**config.mk**
```make
export PLATFORM = sky130hd
export DESIGN_NAME = rx_commit_pacer
export DESIGN_NICKNAME = d
export VERILOG_FILES = /design/src/rtl/rx_commit_pacer.sv
export SDC_FILE = /design/constraint.sdc
export NUM_CORES = 1
export LEC_CHECK = 0
export CORE_MARGIN = 5
export CORE_UTILIZATION = 46
export DETAILED_ROUTE_END_ITERATION = 8
export GPL_ROUTABILITY_DRIVEN = 0
export PLACE_DENSITY = 0.68
export SLEW_MARGIN = 0
export SYNTH_ARGS = -nofsm -noshare
export SYNTH_HDL_FRONTEND = slang
export SYNTH_SLANG_ARGS = --single-unit
```
**constraint.sdc**
```tcl
create_clock -name clk_in -period 4.8 [get_ports clk_in]
set_clock_uncertainty 0.15 [all_clocks]
set_input_delay 1.2 -clock clk_in [delete_from_list [all_inputs] [get_ports clk_in]]
set_output_delay 1.2 -clock clk_in [all_outputs]
set_load 0.1 [all_outputs]
```
**src/rtl/rx_commit_pacer.sv**
```systemverilog
// ============================================================================
// rx_commit_pacer
// Accumulates written frame bytes and publishes them to a committed write
// address, paced by size/age/flush triggers and a minimum holdoff.
// Revision: 1.0
// ============================================================================
`default_nettype none

`ifndef BF
`define BF 15
`endif

module rx_commit_pacer #(
  parameter int unsigned COALESCE = 256,
  parameter int unsigned MAX_AGE  = 64,
  parameter int unsigned HOLDOFF  = 8
) (
  input  logic          clk_in,
  input  logic          reset_n_clk_in,
  input  logic          enable,
  input  logic          frame_done,
  input  logic [15:0]   frame_len,
  input  logic          flush,
  output logic [`BF:0]  commited_wr_address,
  output logic          publish_pulse,
  output logic [`BF:0]  pending_bytes,
  output logic          overflow_err
);

  localparam int unsigned W           = `BF + 1;
  localparam logic [7:0]  C_HOLD_LOAD = 8'(HOLDOFF - 2);
  localparam logic [15:0] C_AGE_MAX   = 16'hFFFF;

  typedef enum logic [1:0] {
    S_IDLE  = 2'd0,
    S_ACCUM = 2'd1,
    S_HOLD  = 2'd2
  } state_t;

  state_t       r_state;
  logic [15:0]  r_age;
  logic         r_flush_pend;
  logic [7:0]   r_hold_cnt;

  logic         w_frame;
  logic         w_trigger;
  logic         w_sat;
  logic         w_ovf;
  logic [W-1:0] w_len;
  logic [W:0]   w_sum;
  logic [W-1:0] w_pend_nxt;
  logic [15:0]  w_age_nxt;

  always_comb begin
    w_frame   = frame_done && (frame_len != 16'd0);
    w_trigger = (r_state == S_ACCUM) && enable &&
                ((32'(pending_bytes) >= COALESCE) ||
                 (32'(r_age) >= MAX_AGE) ||
                 r_flush_pend);
    w_len     = W'(frame_len);
    w_sum     = {1'b0, pending_bytes} + {1'b0, w_len};
    w_sat     = w_sum[W];
    w_ovf     = 1'b0;

    // A frame landing on the publish edge starts a fresh batch on its own.
    if (w_trigger) begin
      w_pend_nxt = w_frame ? w_len : '0;
    end else if (w_frame) begin
      w_pend_nxt = w_sat ? '1 : w_sum[W-1:0];
      w_ovf      = w_sat;
    end else begin
      w_pend_nxt = pending_bytes;
    end

    if ((w_pend_nxt == '0) || w_trigger || (pending_bytes == '0)) begin
      w_age_nxt = 16'd0;
    end else if (r_age == C_AGE_MAX) begin
      w_age_nxt = r_age;
    end else begin
      w_age_nxt = r_age + 16'd1;
    end
  end

  always_ff @(posedge clk_in or negedge reset_n_clk_in) begin
    if (!reset_n_clk_in) begin
      r_state             <= S_IDLE;
      r_age               <= 16'd0;
      r_flush_pend        <= 1'b0;
      r_hold_cnt          <= 8'd0;
      commited_wr_address <= '0;
      publish_pulse       <= 1'b0;
      pending_bytes       <= '0;
      overflow_err        <= 1'b0;
    end else begin
      publish_pulse <= w_trigger;
      pending_bytes <= w_pend_nxt;
      r_age         <= w_age_nxt;
      overflow_err  <= overflow_err | w_ovf;

      if (w_trigger) begin
        commited_wr_address <= commited_wr_address + pending_bytes;
      end

      // A flush with nothing pending has nothing to publish and is dropped.
      if (w_trigger) begin
        r_flush_pend <= 1'b0;
      end else if (flush && (pending_bytes != '0)) begin
        r_flush_pend <= 1'b1;
      end

      case (r_state)
        S_IDLE: begin
          if (w_pend_nxt != '0) begin
            r_state <= S_ACCUM;
          end
        end
        S_ACCUM: begin
          if (w_trigger) begin
            r_state    <= S_HOLD;
            r_hold_cnt <= C_HOLD_LOAD;
          end
        end
        S_HOLD: begin
          // HOLDOFF-1 cycles here plus the evaluating ACCUM cycle give the spacing.
          if (r_hold_cnt == 8'd0) begin
            r_state <= (w_pend_nxt != '0) ? S_ACCUM : S_IDLE;
          end else begin
            r_hold_cnt <= r_hold_cnt - 8'd1;
          end
        end
        default: begin
          r_state <= S_IDLE;
        end
      endcase
    end
  end

endmodule

`default_nettype wire

```
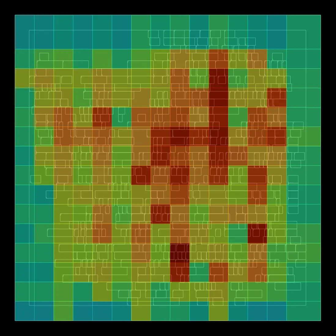
Run 1: routing congestion
M3 GR Usage: 0.0533
GR Util met2: 0.361
post-DR wirelength/cell: 17.1 µm
Post-Route Utilization: 0.559
Global Route Usage Sum: 0.216

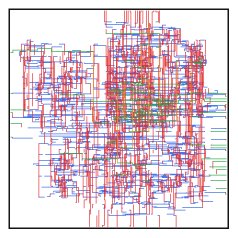
Run 1: metal layers overlaid
Scale: 2 px per µm.
legend:
  met3:
    color: green
    wire_length: 766 µm
  met1:
    color: blue
    wire_length: 5220 µm
  met4:
    color: orange
    wire_length: 312 µm
  met2:
    color: red
    wire_length: 5920 µm
Post-Route WL: 12.2 mm
vias post-DR: 4157

==> run notes, run 1 <==
flow finished, numbers: I/O pin cnt=55, CTS Buf Count=9, Placed Cells=699, top-count cell post-synth=dfrtp_1, Mux area share=0.0117, Cell Type Count=62, FF-to-FF End=r_age[10]$_DFFE_PN0P_, Setup Crit Path Kind=in -> reg, postcts setup bufs=0, hold depth=2, FP Rows=36, # DRC=0, top cells, area=dfrtp_1 (34%), ha_1 (9.8%), nand2_1 (4.8%), Slew Limit Fails=0, max-cap violation count=0, flip-flops with a built-in enable=0, Achievable Freq=221 MHz, floorplan core density=0.465, min cycle time layout=4.52 ns, Flops after synth=61, critical path capture point type=register, Clock transition at path regs=0.08 ns, Worst EP arrival=4.57 ns, clk root buf=clkbuf_8, antenna diode count=0, top comb family, area=simple AND/OR/NAND/NOR gates, WP data required=4.84 ns, worst-path fanout max=17, H-tree levels=3, Largest stage delay, worst path=0.49 ns, IO Port Bufs=54, simple-gate portion of the synthesized area=0.239, outcome=completed, CTS tree=done, Die Width=109 µm, Hold Crit Endpoint=r_flush_pend$_DFFE_PN0P_, crit path to=r_age[10]$_DFFE_PN0P_, min-delay src=r_flush_pend$_DFFE_PN0P_, vias per cell=5.81, period utilisation layout=0.943, Area growth, synth to finish=20.1%, Avg Cell Area, Syn=8.68 µm²
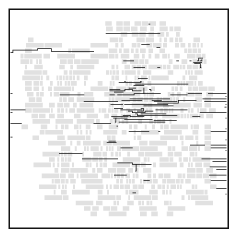
Run 1: M3 wires
Scale: 2 px per µm. Cells faint in the background.
longest straight run: 26.9 µm
main direction: horizontal
wire length on this layer: 766 µm
nets with wire on the layer: 70
share of all routed wire: 6.3%

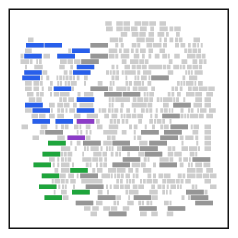
Run 1: sequential cells grouped by signal name
Scale: 2 px per µm. Other sequential cells in the stronger gray, the rest of the logic in the fainter gray.
legend:
  r_hold_cnt:
    color: green
    placed_flops: 8
    where: lower left
  r_state:
    color: purple
    placed_flops: 2
  r_age:
    color: blue
    placed_flops: 16
flop share of the area: 0.283
Seq. cell area: 0.00153 mm²

==> run 1: metrics by stage <==
step	cell area (µm²)	setup slack [ns]	hold WS, ns
3_5_place_dp	5200	-0.00180	0.332
5_1_grt	5390	0.0725	0.378
4_1_cts	5390	0.343	0.348
6_report	5390	0.275	0.340
2_1_floorplan	4490	0.739	0.304
3_3_place_gp	5200	0.0778	0.315
==> run 1: worst max-delay path: cells and delay by family <==
family | cells | cell delay (ns)
adder cells (fa/ha/maj) | 2 | 0.71
buffers and inverters | 2 | 0.70
AND/OR/NAND/NOR | 4 | 0.90
AND-OR/OR-AND | 5 | 1.05
==> run 1: sequential cells by signal (all words and copies together) (netlist names) <==
register / cells
commited_wr_address: 16
overflow_err: 1
pending_bytes: 16
publish_pulse: 1
r_age: 16
r_flush_pend: 1
r_hold_cnt: 8
r_state: 2
==> run 1: logic make-up after synthesis <==
group	Yosys count
flip-flops	61
AND/OR/NAND/NOR	206
XOR/XNOR	41
buffers and inverters	31
adder cells (fa/ha/maj)	37
multiplexers	5
AND-OR/OR-AND	136
==> run 1: routing by layer <==
metal / wire [µm] / vias up / GRT usage
met4: 312 / 0 / 0.0794
met5: 0 / - / 0
met3: 766 / 25 / 0.0533
met2: 5920 / 151 / 0.361
li1: - / 2008 / -
met1: 5220 / 1973 / 0.271
==> run 1: area by class of cell <==
class	count	area [µm²]
Clock buffer	10	128
Clock inverter	6	63.8
Fill cell	952	4250
Inverter	20	75.1
Multi-Input combinational cell	425	2840
Sequential cell	61	1530
Tap cell	133	166
Timing Repair Buffer	60	593
## Run 2: what changed since run 1
- CAP_MARGIN: not set -> 25
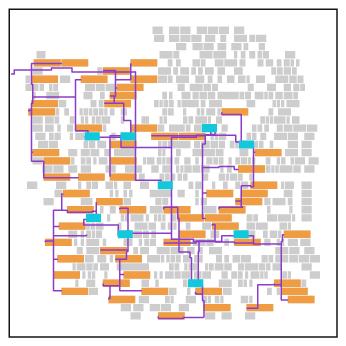
Run 2: clock network drawn from the DEF
Scale: 3 px per µm.
legend:
  cells driving clock nets:
    color: cyan
    count: 9
  flip-flops:
    color: orange
    count: 61
  clock wires:
    color: purple
    length: 877 µm
flops lie: spread over the die
routed clock nets: 10
Latency at later pin: 0.35 ns

==> run 2 against run 1 <==
First-iteration DRC count unchanged. Critical endpoint unchanged. Die size unchanged. Critical path depth unchanged. Count of clock-buffer cells in the layout unchanged. Largest cell class unchanged. Highest routed layer unchanged. Non-clock buffer count unchanged. Sequential share of layout area unchanged. Critical path type unchanged.
==> run notes, run 2 <==
flow finished, numbers: outcome=completed (unchanged), Worst EP arrival=4.57 ns (about the same), top-count cell post-synth=dfrtp_1 (unchanged), Post-Route M1 WL=5.22 mm (unchanged), dpl ws=-0.00180 ns (unchanged), M3 GR Usage=0.0533 (unchanged), GR Util met2=0.361 (unchanged), floorplan core density=0.465 (unchanged), Achievable Freq=221 MHz (unchanged), Cell Type Count=62 (unchanged), WP data required=4.84 ns (about the same), postcts setup bufs=0 (unchanged), Max Used Layer=met4 (unchanged), CTS tree=done (unchanged), max-cap violation count=0 (unchanged), worst-path fanout max=17 (unchanged), top cells, area=dfrtp_1 (34%), ha_1 (9.8%), nand2_1 (4.8%) (unchanged), FP Rows=36 (unchanged), IO Port Bufs=54 (unchanged)
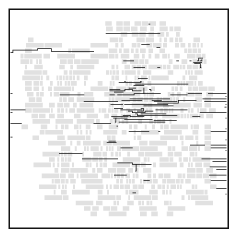
Run 2: M3 wires
Scale: 2 px per µm. Cells faint in the background.
longest straight run: 26.9 µm
wire length on this layer: 766 µm

[run 2: cell counts in the layout (fill, tap and decap cells not counted)]
Identical to the previous run, type by type.
[run 2: per-stage QoR]
stage	hold slack [ns]	area, µm²
after floorplan	0.304	4490
after global placement	0.315	5200
after detailed placement	0.332	5200
after CTS	0.348	5390
after global routing	0.378	5390
final	0.340	5390
[run 2: cell type report]
class / count / area (µm²) / area share
clock buffers: 10 / 128 / 0.0237
clock inverters: 6 / 63.8 / 0.0118
inverters: 20 / 75.1 / 0.0139
multi-input cells: 425 / 2840 / 0.526
flip-flops and latches: 61 / 1530 / 0.283
well taps: 133 / 166 / 0.0309
repair buffers: 60 / 593 / 0.110
[run 2: worst max-delay path, delay by kind of cell]
family          cells  cell delay [ns]
fa+ha+maj           2             0.71
buf+inv             2             0.70
simple gates        4             0.90
compound gates      5             1.05
[run 2: final timing paths]
| check | endpoint | cells after the start | slack [ns] | start |
|---|---|---|---|---|
| setup / recovery | r_age[10]$_DFFE_PN0P_ | 13 | 0.28 | frame_len[0] |
| hold / removal | r_flush_pend$_DFFE_PN0P_ | 2 | 0.34 | r_flush_pend$_DFFE_PN0P_ |
| setup reg to reg | r_age[10]$_DFFE_PN0P_ | 9 | 0.65 | pending_bytes[15]$_DFF_PN0_ |
| hold reg to reg | r_flush_pend$_DFFE_PN0P_ | 2 | 0.34 | r_flush_pend$_DFFE_PN0P_ |
| max in group asynchronous | r_age[13]$_DFFE_PN0P_ | 2 | 2.79 | reset_n_clk_in |
| min in group asynchronous | commited_wr_address[13]$_DFFE_PN0N_ | 1 | 0.82 | reset_n_clk_in |
## Run 3: what changed since run 2
- GPL_ROUTABILITY_DRIVEN: 0 -> not set
- clock period: 4.8 -> 5.18 ns (I/O delays scaled with it)
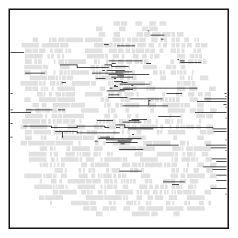
Run 3: M3 wires
Scale: 2 px per µm. Cells faint in the background.
nets with wire on the layer: 70
wire length on this layer: 771 µm
longest straight run: 44.2 µm
main direction: horizontal
share of all routed wire: 6.3%
M3 GR Usage: 0.0480
Post-Route WL: 12.2 mm
vias post-DR: 4064

==> run 3 against run 2 <==
Sequential share of layout area shrank 0.17 points. Routed wire length grew 0.20%.
==> run notes, run 3 <==
flow finished, numbers: CTS Buf Count=9 (unchanged), period utilisation layout=0.888, I/O pin cnt=55 (unchanged), Mux area share=0.0117 (unchanged), worst reg-to-reg setup slack=1.00 ns (was 0.65 ns), Fin Hold WS=0.329 ns (was 0.340 ns), floorplan core density=0.465 (unchanged), Worst EP arrival=4.64 ns (was 4.57 ns), vias per cell=5.68 (was 5.81), kind of cell adding the most delay to the critical path=AND-OR/OR-AND gates (unchanged), biggest regs=commited_wr_address (16), pending_bytes (16), r_age (16) (unchanged), WP data required=5.22 ns (was 4.84 ns), outcome=completed (unchanged), Avg Cell Area, Syn=8.68 µm² (unchanged), Buf/Inv on CP=2 (unchanged), Area growth, synth to finish=20.8% (was 20.1%), max-cap violation count=0 (unchanged), Global Route Usage Sum=0.219 (was 0.216), Largest stage delay, worst path=0.46 ns (was 0.49 ns), hold depth=1 (was 2), Most Used Layer, Global Route=met2 (unchanged), min cycle time layout=4.60 ns, clk root buf=clkbuf_8 (unchanged), Reg2Reg Depth=9 (unchanged), Hold Crit Endpoint=commited_wr_address[15]$_DFFE_PN0N_ (was r_flush_pend$_DFFE_PN0P_), GR Util met1=0.289 (was 0.271), Setup Crit Path Kind=in -> reg (unchanged), top comb family, area=simple AND/OR/NAND/NOR gates (unchanged), dpl ws=0.254 ns (was -0.00180 ns), Cell Type Count=62 (unchanged), post-route cell area=0.00542 mm² (was 0.00539 mm²), flip-flops with a built-in enable=0 (unchanged), min-delay src=commited_wr_address[15]$_DFFE_PN0N_ (was r_flush_pend$_DFFE_PN0P_), post-DR wirelength/cell=17.1 µm (about the same), CTS tree=done (unchanged), fillers=923 (was 952), FF-to-FF End=r_age[10]$_DFFE_PN0P_ (unchanged), antenna diode count=0 (unchanged), Flops after synth=61 (unchanged), Post-Route Utilization=0.562 (was 0.559), Die Width=109 µm (unchanged), simple-gate portion of the synthesized area=0.239 (unchanged), worst-path fanout max=17 (unchanged), # DRC=0 (unchanged)
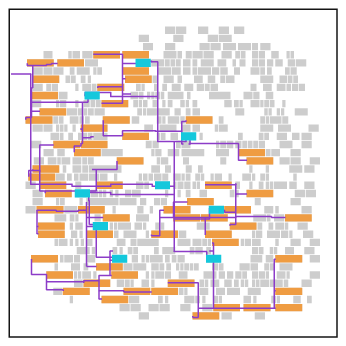
Run 3: clock network drawn from the DEF
Scale: 3 px per µm.
legend:
  cells driving clock nets:
    color: cyan
    count: 9
  flip-flops:
    color: orange
    count: 61
  clock wires:
    color: purple
    length: 909 µm
routed clock nets: 10
flops lie: spread over the die

-- run 3: cell counts after synthesis --
Identical to the previous run, type by type.
-- run 3: logic make-up after synthesis --
logic type,after synthesis
buffers and inverters,31
AOI/OAI and AO/OA,136
muxes,5
and+or+nand+nor,206
DFF,61
xor gates and xnor gates,41
adders and majority gates,37
-- run 3: worst max path at each step --
stage	from	to
after floorplan	frame_len[0]	r_age[11]$_DFFE_PN0P_
after global placement	frame_len[1]	r_age[10]$_DFFE_PN0P_
after detailed placement	frame_len[0]	r_age[10]$_DFFE_PN0P_
after CTS	frame_len[0]	r_age[10]$_DFFE_PN0P_
after global routing	frame_len[1]	r_age[0]$_DFFE_PN0P_
final	frame_len[0]	r_age[10]$_DFFE_PN0P_
-- run 3: final cells by class --
type,instances,area (µm²),area share
multi-input cells,425,2840,0.523
flip-flops and latches,61,1530,0.282
repair buffers,60,593,0.109
well taps,133,166,0.0307
clock buffers,10,138,0.0254
clock inverters,6,86.3,0.0159
inverters,20,75.1,0.0139
-- run 3: metal layers --
layer	wire, µm	part of all wire	vias up
li1	-	-	2007
met1	5490	0.45	1885
met2	5640	0.46	137
met3	771	0.063	35
met4	341	0.028	0
met5	0	0	-
